Figure 1. Where the registers sit.
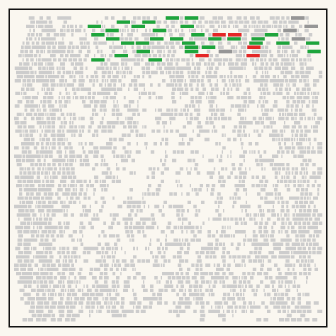
Figure 2. Signal wires by layer.
Two of the layers only.
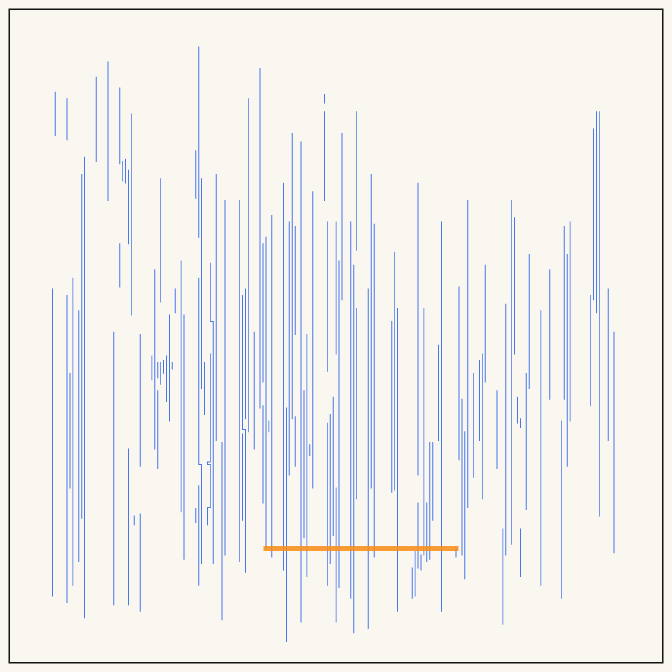
Figure 3. Signal wires on met3.
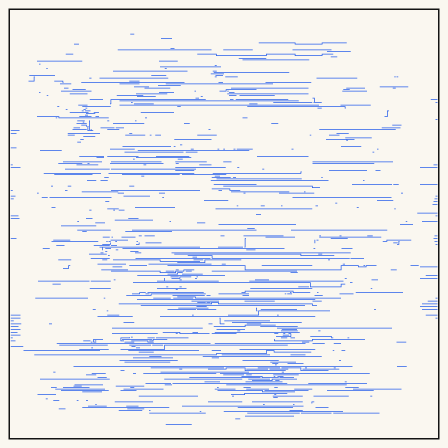
Figure 4. Routing congestion map.
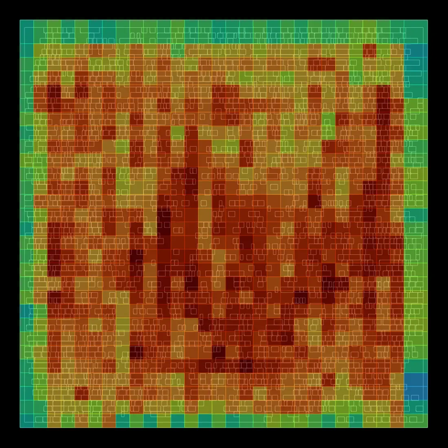
Figure 5. Pin placement.
Pins as bars across the die edge, other pins in grey.
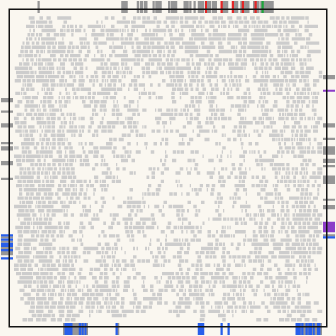
Design ex_alu_issue, sky130hd; sources not shown.
==> qor.csv <==
metric,value,unit
max-slew-margin-rel,0.352,
met3_length,8290,um
period_minus_slack,5.24,ns
path_buffers,6,
finalHoldViolations,0,
synthMuxAreaShare,0.133,
fin_worst_skew,0.00375,ns
period_used_share,2.10,
simple_gate_area_frac,0.225,
postCtsSetupBuffers,76,
ys_ff,42,
setup_viol,35,
hold_slack,0.488,ns
syn-num-nets,1948,
met2_length,39800,um
p_leak,10.6,nW
hold_buffers,0,
p_clk,0.000758,W
grt_setup_unrepaired,true,
dominant_cells,combinational gates,
crit_family,AND-OR/OR-AND gates,
tightest_slew,0.964,ns
grt_overflow,0,
slew_viol_final,0,
synthFlopType,dfrtp_1,
comb_cells,1462,
postSynthCellCount,1733,
p_comb,0.00699,W
post_cts_resized,285,
clock_latency,0.29,ns
insertedDiodeCount,3,
violations,negative setup slack,
combGateArea,0.0120,mm^2
power.switching,0.00423,W
worst_slack,-2.74,ns
enable_flop_cells,0,
final_cells,3182,
final_cell_mix,"buf_4, nand2_1, nor2_1",
synthAdderAreaFrac,0.107,
drc,0,
ant_nets,0,
comb_share,0.522,
buffers,1035,
hold_path_depth,2,
drt_first_iter_violations,1973,
ys_seq_share,0.0867,
cts_root_buf,clkbuf_16,
crit_arrival,5.42,ns
outcome,"complete, but fails checks",
die_area,0.0421,mm^2
global_route.usage.met2,0.659,
logic_family,AND-OR/OR-AND gates,
ys_warn_count,0,
About Figure 1:
Key: green = ex_result [flops 32]; red = ex_wsel [flops 5]
Util after Layout: 0.578
Seq area share: 0.0457
Seq power: 0.000793 W
Reg area: 0.00105 mm^2

About Figure 2:
Key: blue = met4 [wire length 7050 um]; orange = met5 [wire length 59.8 um]
wire length per cell: 29.0 um
via count: 18900
GRT Util Overall: 0.426
Routed WL: 92300 um

About Figure 3:
The layer carries 8290 um of wire. 428 nets have wire on it. The longest straight run is 133 um.
met3 GRT Util: 0.0875

About Figure 4:
gr busiest metal: met2
M1 GR Usage: 0.540

About Figure 5:
Key: green = flush [pins 1, direction input, edge top]; blue = rt_data [pins 32, direction input, edge 25 bottom, 6 left, 1 right]; purple = opcode [pins 6, direction input, edge right]; red = ex_wsel [pins 5, direction output, edge top]
All pins by edge: 64 top, 43 bottom, 27 right, 22 left.
I/O Buffers: 155
width of the chip: 205 um

-- synth_stat cells (26+ instances only) --
master,number,area share
nand3_1,46,0.019
ha_1,101,0.10
inv_1,102,0.032
buf_2,30,0.012
o21ai_0,123,0.051
mux2i_1,114,0.094
o22ai_1,45,0.023
a211oi_1,29,0.018
o211ai_1,26,0.016
nand2_1,182,0.056
a21o_1,31,0.019
a21oi_1,127,0.052
clkbuf_1,71,0.022
nor3_1,39,0.016
nor2_1,147,0.045
dfrtp_1,42,0.087
-- worst register-to-register path, delay by kind of cell (launching register included) --
kind,cells,cell delay [ns]
buffers and inverters,2,0.37
and+or+nand+nor,6,0.92
DFF,1,0.40
AOI/OAI and AO/OA,3,0.75
No activity file was given, so power comes from the tool's default toggle rates.
